--- src/rtl/ext_pkg.sv ---
// Immediate-extension modes and the shared extension function used by both the
// pipelined extender and the single-cycle datapath.
package ext_pkg;

    localparam logic [2:0] EXT_ZERO   = 3'd0;
    localparam logic [2:0] EXT_SIGN   = 3'd1;
    localparam logic [2:0] EXT_UPPER  = 3'd2;
    localparam logic [2:0] EXT_BRANCH = 3'd3;
    localparam logic [2:0] EXT_ONES   = 3'd4;

    // Widest result the generic function can produce (keeps 64-bit shifts well defined).
    localparam int EXT_MAX_W = 62;

    typedef enum logic [1:0] {
        BUF_EMPTY = 2'd0,
        BUF_ONE   = 2'd1,
        BUF_FULL  = 2'd2
    } buf_state_t;

    // Returns {err, data}; data is masked to out_w bits, upper bits are always zero.
    function automatic logic [64:0] ext_apply(input logic [63:0] imm,
                                              input logic [2:0]  mode,
                                              input int          in_w,
                                              input int          out_w);
        logic [63:0] mask_in;
        logic [63:0] mask_out;
        logic [63:0] imm_m;
        logic [63:0] sext;
        logic [63:0] data;
        logic        err;
        mask_in  = (64'd1 << in_w) - 64'd1;
        mask_out = (64'd1 << out_w) - 64'd1;
        imm_m    = imm & mask_in;
        sext     = (|(imm & (64'd1 << (in_w - 1)))) ? (imm_m | ~mask_in) : imm_m;
        err      = 1'b0;
        case (mode)
            EXT_ZERO:   data = imm_m;
            EXT_SIGN:   data = sext;
            EXT_UPPER:  data = imm_m << (out_w - in_w);
            EXT_BRANCH: data = sext << 2;
            EXT_ONES:   data = imm_m | ~mask_in;
            default: begin
                data = 64'd0;
                err  = 1'b1;
            end
        endcase
        return {err, data & mask_out};
    endfunction

endpackage

--- src/rtl/imm_ext_pipe_if.sv ---
// Valid/ready bus into and out of the pipelined immediate extender.
interface imm_ext_pipe_if #(
    parameter int IN_W  = 16,
    parameter int OUT_W = 32
);
    logic             in_valid;
    logic             in_ready;
    logic [IN_W-1:0]  in_imm;
    logic [2:0]       in_mode;
    logic             out_valid;
    logic             out_ready;
    logic [OUT_W-1:0] out_data;
    logic             out_err;

    modport master (
        output in_valid, in_imm, in_mode, out_ready,
        input  in_ready, out_valid, out_data, out_err
    );

    modport slave (
        input  in_valid, in_imm, in_mode, out_ready,
        output in_ready, out_valid, out_data, out_err
    );
endinterface

--- src/rtl/imm_ext_pipe_skid_buf2.sv ---
// Two-entry valid/ready FIFO (head + skid) with synchronous flush; all outputs
// come straight from flops.
module skid_buf2
    import ext_pkg::*;
#(
    parameter int W = 33
) (
    input  logic         clk,
    input  logic         rst,
    input  logic         flush,
    input  logic         in_valid,
    output logic         in_ready,
    input  logic [W-1:0] in_data,
    output logic         out_valid,
    input  logic         out_ready,
    output logic [W-1:0] out_data
);

    buf_state_t   state_p1, state_n;
    logic [W-1:0] head_p1, head_n;
    logic [W-1:0] skid_p1, skid_n;
    logic         vld_p1;
    logic         rdy_p1;
    logic         push;
    logic         pop;

    assign push = in_valid && rdy_p1;
    assign pop  = vld_p1 && out_ready;

    always_comb begin
        state_n = state_p1;
        head_n  = head_p1;
        skid_n  = skid_p1;
        if (flush) begin
            state_n = BUF_EMPTY;
        end else begin
            case (state_p1)
                BUF_EMPTY: begin
                    if (push) begin
                        head_n  = in_data;
                        state_n = BUF_ONE;
                    end
                end
                BUF_ONE: begin
                    // Drain and refill together: the new entry becomes the head.
                    if (push && pop) begin
                        head_n = in_data;
                    end else if (push) begin
                        skid_n  = in_data;
                        state_n = BUF_FULL;
                    end else if (pop) begin
                        state_n = BUF_EMPTY;
                    end
                end
                BUF_FULL: begin
                    if (pop) begin
                        head_n  = skid_p1;
                        state_n = BUF_ONE;
                    end
                end
                default: state_n = BUF_EMPTY;
            endcase
        end
    end

    // ---- stage p1: buffer registers ----
    always_ff @(posedge clk) begin
        if (rst) begin
            state_p1 <= BUF_EMPTY;
            head_p1  <= '0;
            skid_p1  <= '0;
            vld_p1   <= 1'b0;
            rdy_p1   <= 1'b1;
        end else begin
            state_p1 <= state_n;
            head_p1  <= head_n;
            skid_p1  <= skid_n;
            vld_p1   <= (state_n != BUF_EMPTY);
            rdy_p1   <= (state_n != BUF_FULL);
        end
    end

    assign in_ready  = rdy_p1;
    assign out_valid = vld_p1;
    assign out_data  = head_p1;

endmodule

--- src/rtl/imm_ext_pipe.sv ---
// Pipelined mode-selectable immediate extender: extension on the input side,
// result and error flag queued in a two-entry skid buffer.
module imm_ext_pipe
    import ext_pkg::*;
#(
    parameter int IN_W  = 16,
    parameter int OUT_W = 32
) (
    input  logic               clk,
    input  logic               rst,
    input  logic               flush,
    imm_ext_pipe_if.slave      bus
);

    logic [64:0]  ext_p0;
    logic [OUT_W:0] payload_p0;
    logic [OUT_W:0] payload_p1;
    logic         unused_hi;

    // ---- stage p0: combinational extension of the accepted immediate ----
    assign ext_p0     = ext_apply(64'(bus.in_imm), bus.in_mode, IN_W, OUT_W);
    assign payload_p0 = {ext_p0[64], ext_p0[OUT_W-1:0]};
    assign unused_hi  = ^ext_p0[63:OUT_W];

    skid_buf2 #(
        .W (OUT_W + 1)
    ) u_buf (
        .clk       (clk),
        .rst       (rst),
        .flush     (flush),
        .in_valid  (bus.in_valid),
        .in_ready  (bus.in_ready),
        .in_data   (payload_p0),
        .out_valid (bus.out_valid),
        .out_ready (bus.out_ready),
        .out_data  (payload_p1)
    );

    // ---- stage p1: registered result ----
    assign bus.out_err  = payload_p1[OUT_W];
    assign bus.out_data = payload_p1[OUT_W-1:0];

endmodule

--- src/flat_wrapper.sv ---
// flat-port wrapper written by rule: the top's interface ports become plain ports
module imm_ext_pipe_flat import ext_pkg::*;
#(
    parameter int IN_W  = 16,
    parameter int OUT_W = 32
)
  (clk, rst, flush, bus_in_valid, bus_in_imm, bus_in_mode, bus_out_ready, bus_in_ready, bus_out_valid, bus_out_data, bus_out_err);
  imm_ext_pipe_if #(.IN_W(IN_W), .OUT_W(OUT_W)) bus_i ();
  input  logic clk;
  input  logic rst;
  input  logic flush;
  input wire logic [$bits(bus_i.in_valid)-1:0] bus_in_valid;
  input wire logic [$bits(bus_i.in_imm)-1:0] bus_in_imm;
  input wire logic [$bits(bus_i.in_mode)-1:0] bus_in_mode;
  input wire logic [$bits(bus_i.out_ready)-1:0] bus_out_ready;
  output wire logic [$bits(bus_i.in_ready)-1:0] bus_in_ready;
  output wire logic [$bits(bus_i.out_valid)-1:0] bus_out_valid;
  output wire logic [$bits(bus_i.out_data)-1:0] bus_out_data;
  output wire logic [$bits(bus_i.out_err)-1:0] bus_out_err;
  assign bus_i.in_valid = bus_in_valid;
  assign bus_i.in_imm = bus_in_imm;
  assign bus_i.in_mode = bus_in_mode;
  assign bus_i.out_ready = bus_out_ready;
  assign bus_in_ready = bus_i.in_ready;
  assign bus_out_valid = bus_i.out_valid;
  assign bus_out_data = bus_i.out_data;
  assign bus_out_err = bus_i.out_err;
  imm_ext_pipe #(.IN_W(IN_W), .OUT_W(OUT_W)) u_core (.clk(clk), .rst(rst), .flush(flush), .bus(bus_i));
endmodule
--- config.mk ---
export PLATFORM = sky130hd
export DESIGN_NAME = imm_ext_pipe_flat
export DESIGN_NICKNAME = d
export VERILOG_FILES = /design/src/rtl/ext_pkg.sv /design/src/rtl/imm_ext_pipe_if.sv /design/src/rtl/imm_ext_pipe_skid_buf2.sv /design/src/rtl/imm_ext_pipe.sv /design/src/flat_wrapper.sv
export SDC_FILE = /design/constraint.sdc
export NUM_CORES = 1
export LEC_CHECK = 0
export ABC_AREA = 1
export CAP_MARGIN = 10
export CORE_ASPECT_RATIO = 0.9
export CORE_UTILIZATION = 40
export DETAILED_ROUTE_END_ITERATION = 12
export GPL_ROUTABILITY_DRIVEN = 0
export PLACE_DENSITY = 0.72
export SLEW_MARGIN = 40
export SYNTH_ARGS = -nofsm -noshare
export SYNTH_HDL_FRONTEND = slang
export SYNTH_SLANG_ARGS = --single-unit
--- constraint.sdc ---
create_clock -name clk -period 1.4 [get_ports clk]
set_input_delay 0.21 -clock clk [delete_from_list [all_inputs] [get_ports clk]]
set_output_delay 0.21 -clock clk [all_outputs]
set_load 0.05 [all_outputs]
Run 1, the metal 1 layer:
Scale bar: 20 um.
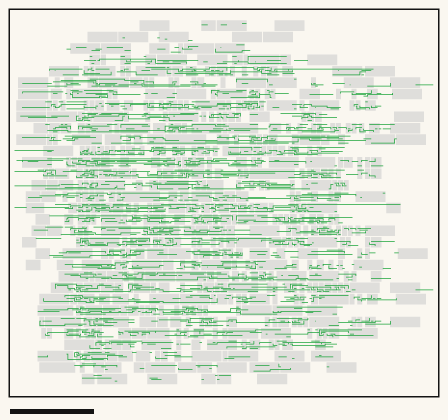
main direction: horizontal
longest straight run: 42.3 um
nets with wire on the layer: 606
share of all routed wire: 43%

Run 1, metal 2:
Scale bar: 20 um.
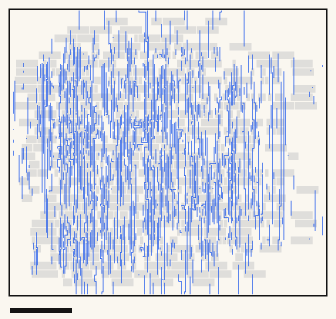
share of all routed wire: 48%
main direction: vertical
wire length on this layer: 5140 um
nets with wire on the layer: 528
longest straight run: 54.4 um

Run 1, M3 wires:
Scale bar: 20 um.
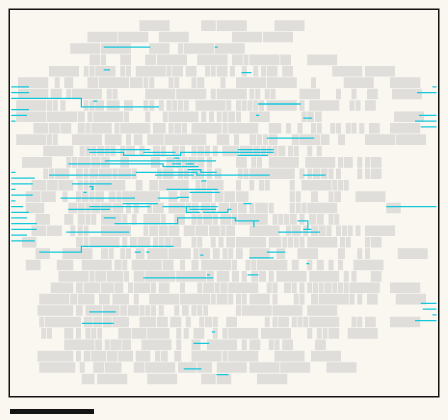
wire length on this layer: 674 um
share of all routed wire: 6.3%

Run 1, met4 routing:
Scale bar: 20 um.
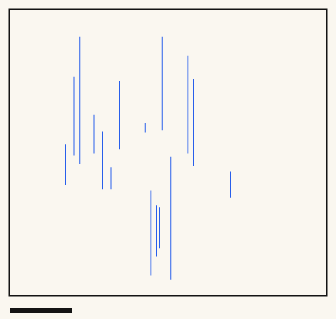
nets with wire on the layer: 13
share of all routed wire: 3.1%
main direction: vertical
wire length on this layer: 334 um
longest straight run: 40.8 um

==> run notes, run 1 <==
fresh numbers from the pnr run: IO Pins 59, grt ovf 0, crit end category flop, vias per std cell 5.15, flop2flop setup slack -0.07 ns, HP Start bus_in_valid, Tmin final 1.47 ns, Synth Area in Compound Gates 0.168, placed wire-length estimate 6970 um, fillers 747, total nets after synthesis 590, Die Wd 102 um, cells in synth_stat.txt around 570, Registers, synthesis 70, period utilization 1.05, GR Util met2 0.382, Post-synth seq share 0.388, run status finished, violations left, Ant. Diodes 0, largest net degree at the start of global routing 33, Core Region 0.00865 sq mm, die height 92.1 um, Setup TNS -0.610 ns, hold-critical path depth 6, tool warning count 28, Worst setup SP type flop, Worst Max-Slew Pin Slew 0.341 ns, final hold viol count 0, Area Growth Syn to Fin 49.4%, post-route setup slack -0.0704 ns, met3 usage 0.0495, WL per Instance 14.1 um, dpl cells between 700 and 800, violated checks negative setup slack, Slowest cell on crit path dfxtp_4, Setup violations, final 16, CP arrival ~1.8 ns, max layer used met4, Sequential Area about 0.0014 sq mm, CP delay by family, top simple AND/OR/NAND/NOR gates, Critical R2R Launch u_core.u_buf.state_p1[1]
==> run 1: flip-flops by register name (all words and copies together), names as in the netlist <==
name,cells
u_core.u_buf.out_valid,1
u_core.u_buf.out_data,33
u_core.u_buf.skid_p1,33
u_core.u_buf.in_ready,1
u_core.u_buf.state_p1,2
==> run 1: per-stage QoR <==
step                setup WS, ns  hold slack, ns  instance area (sq um)
floorplan                 0.0143           0.313                   3630
global placement          -0.348           0.451                   4880
detailed placement        -0.393           0.455                   4880
CTS                      -0.0293           0.439                   5200
global route              -0.114           0.467                   5400
finish                   -0.0704           0.452                   5400
==> run 1: power breakdown <==
part,total (W),internal (W),leakage [nW],switching [W]
sequential,0.00218,0.00208,0.573,0.0000967
clock,0.00171,0.000956,0.104,0.000750
combinational,0.00146,0.000659,1.61,0.000806
total,0.00535,0.00370,2.29,0.00165
==> inputs of run 2 (changes only) <==
Settings changed: CELL_PAD_IN_SITES_DETAIL_PLACEMENT set to 1, CELL_PAD_IN_SITES_GLOBAL_PLACEMENT set to 2, CORE_UTILIZATION 40 to 27, CTS_BUF_LIST set to sky130_fd_sc_hd__clkbuf_8, PLACE_DENSITY 0.72 to 0.86.
==> run 2 against run 1 <==
Against the previous run:
- the flow still finishes with violations (negative setup slack)
- register-to-register slack hardly changed
- die size is 47% higher
- total power is 3.2% higher
- non-clock buffer count is 7 higher
- worst hold slack better by 0.013 ns
- critical endpoint is now u_core.u_buf.out_data[13]
- largest power group unchanged
==> run notes, run 2 <==
fresh numbers from the pnr run: run status finished, violations left, violated checks negative setup slack, Int Pwr 0.00372 W, total nets after synthesis 590, power in sequential cells 0.00218 W, Clk pwr share 0.310, fillers 1556, max layer used met4, vias per std cell 4.96, post-route setup slack -0.0714 ns, synthesis area per yosys 0.00361 sq mm, flop2flop setup slack -0.07 ns, Critical R2R Launch u_core.u_buf.state_p1[1], CP arrival about 1.7 ns, logic gate share of total power 0.295, met3 usage 0.0348, Setup violations, final slightly above 50, largest net degree at the start of global routing 40, Slowest cell on crit path dfxtp_4, Post-synth seq share 0.388, dpl cells roughly 790, cells in synth_stat.txt 566, crit end category flop, power share of the sequential group 0.395, die height 112 um, Core Region 0.0129 sq mm, pre-CTS setup slack -0.445 ns, CP delay by family, top simple AND/OR/NAND/NOR gates, IO Pins 59, WL per Instance 16.6 um, Synth Area in Compound Gates 0.168, Switching Power 0.00181 W, Post-DP Area 0.00494 sq mm, period utilization 1.05, Worst setup SP type flop, Tmin final between 1 and 1.5 ns, Die Wd about 120 um, cell area after layout slightly below 0.006 sq mm, power in the clock group between 0.0015 and 0.002 W, final hold viol count 0, grt ovf 0, Registers, synthesis 70, Worst Max-Slew Pin Slew 0.365 ns, hold-critical path depth 2, placed wire-length estimate 9080 um, Area Growth Syn to Fin 60.8%, sw frac 0.327, HP Start u_core.u_buf.skid_p1[31], tool warning count 28, Max power group registers
run 2: cell counts after synthesis:
Identical to the previous run, type by type.
run 2: what timing repair did:
action                     4_1_cts  5_1_grt
setup endpoints to repair       66       68
hold buffers                     0        0
pin swaps                        1       51
buffers inserted                 3        3
cloned                           1        5
gates resized                   23      115
run 2: cell type report:
type / instances / share of cell area
multi-input combinational: 443 / 0.411
tap: 164 / 0.0353
sequential: 70 / 0.244
clock buffer: 11 / 0.0261
timing repair buffer: 107 / 0.264
clock inverter: 5 / 0.00862
inverter: 15 / 0.0106
run 2: kinds of logic after synthesis:
| logic type | after synthesis |
|---|---|
| buffers and inverters | 53 |
| AND/OR/NAND/NOR | 338 |
| flip-flops | 70 |
| AND-OR/OR-AND | 105 |
Run 2, the metal 1 layer:
Scale bar: 20 um.
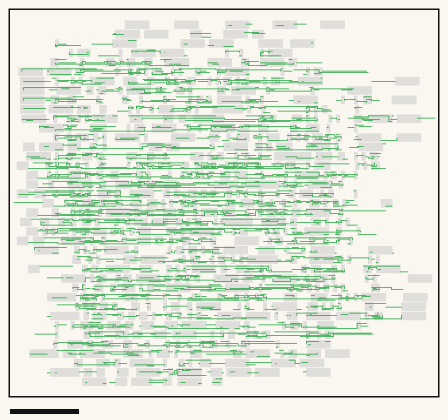
wire length on this layer: 5970 um
nets with wire on the layer: 589
longest straight run: 31.7 um
share of all routed wire: 44%

Run 2, M3 wires:
Scale bar: 20 um.
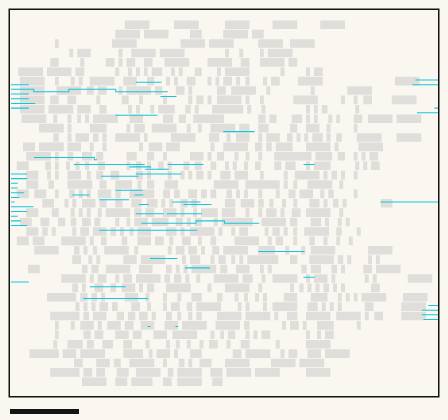
main direction: horizontal
nets with wire on the layer: 47
share of all routed wire: 3.5%
wire length on this layer: 468 um
longest straight run: 28.1 um

Power is estimated from default activity; no workload was simulated.
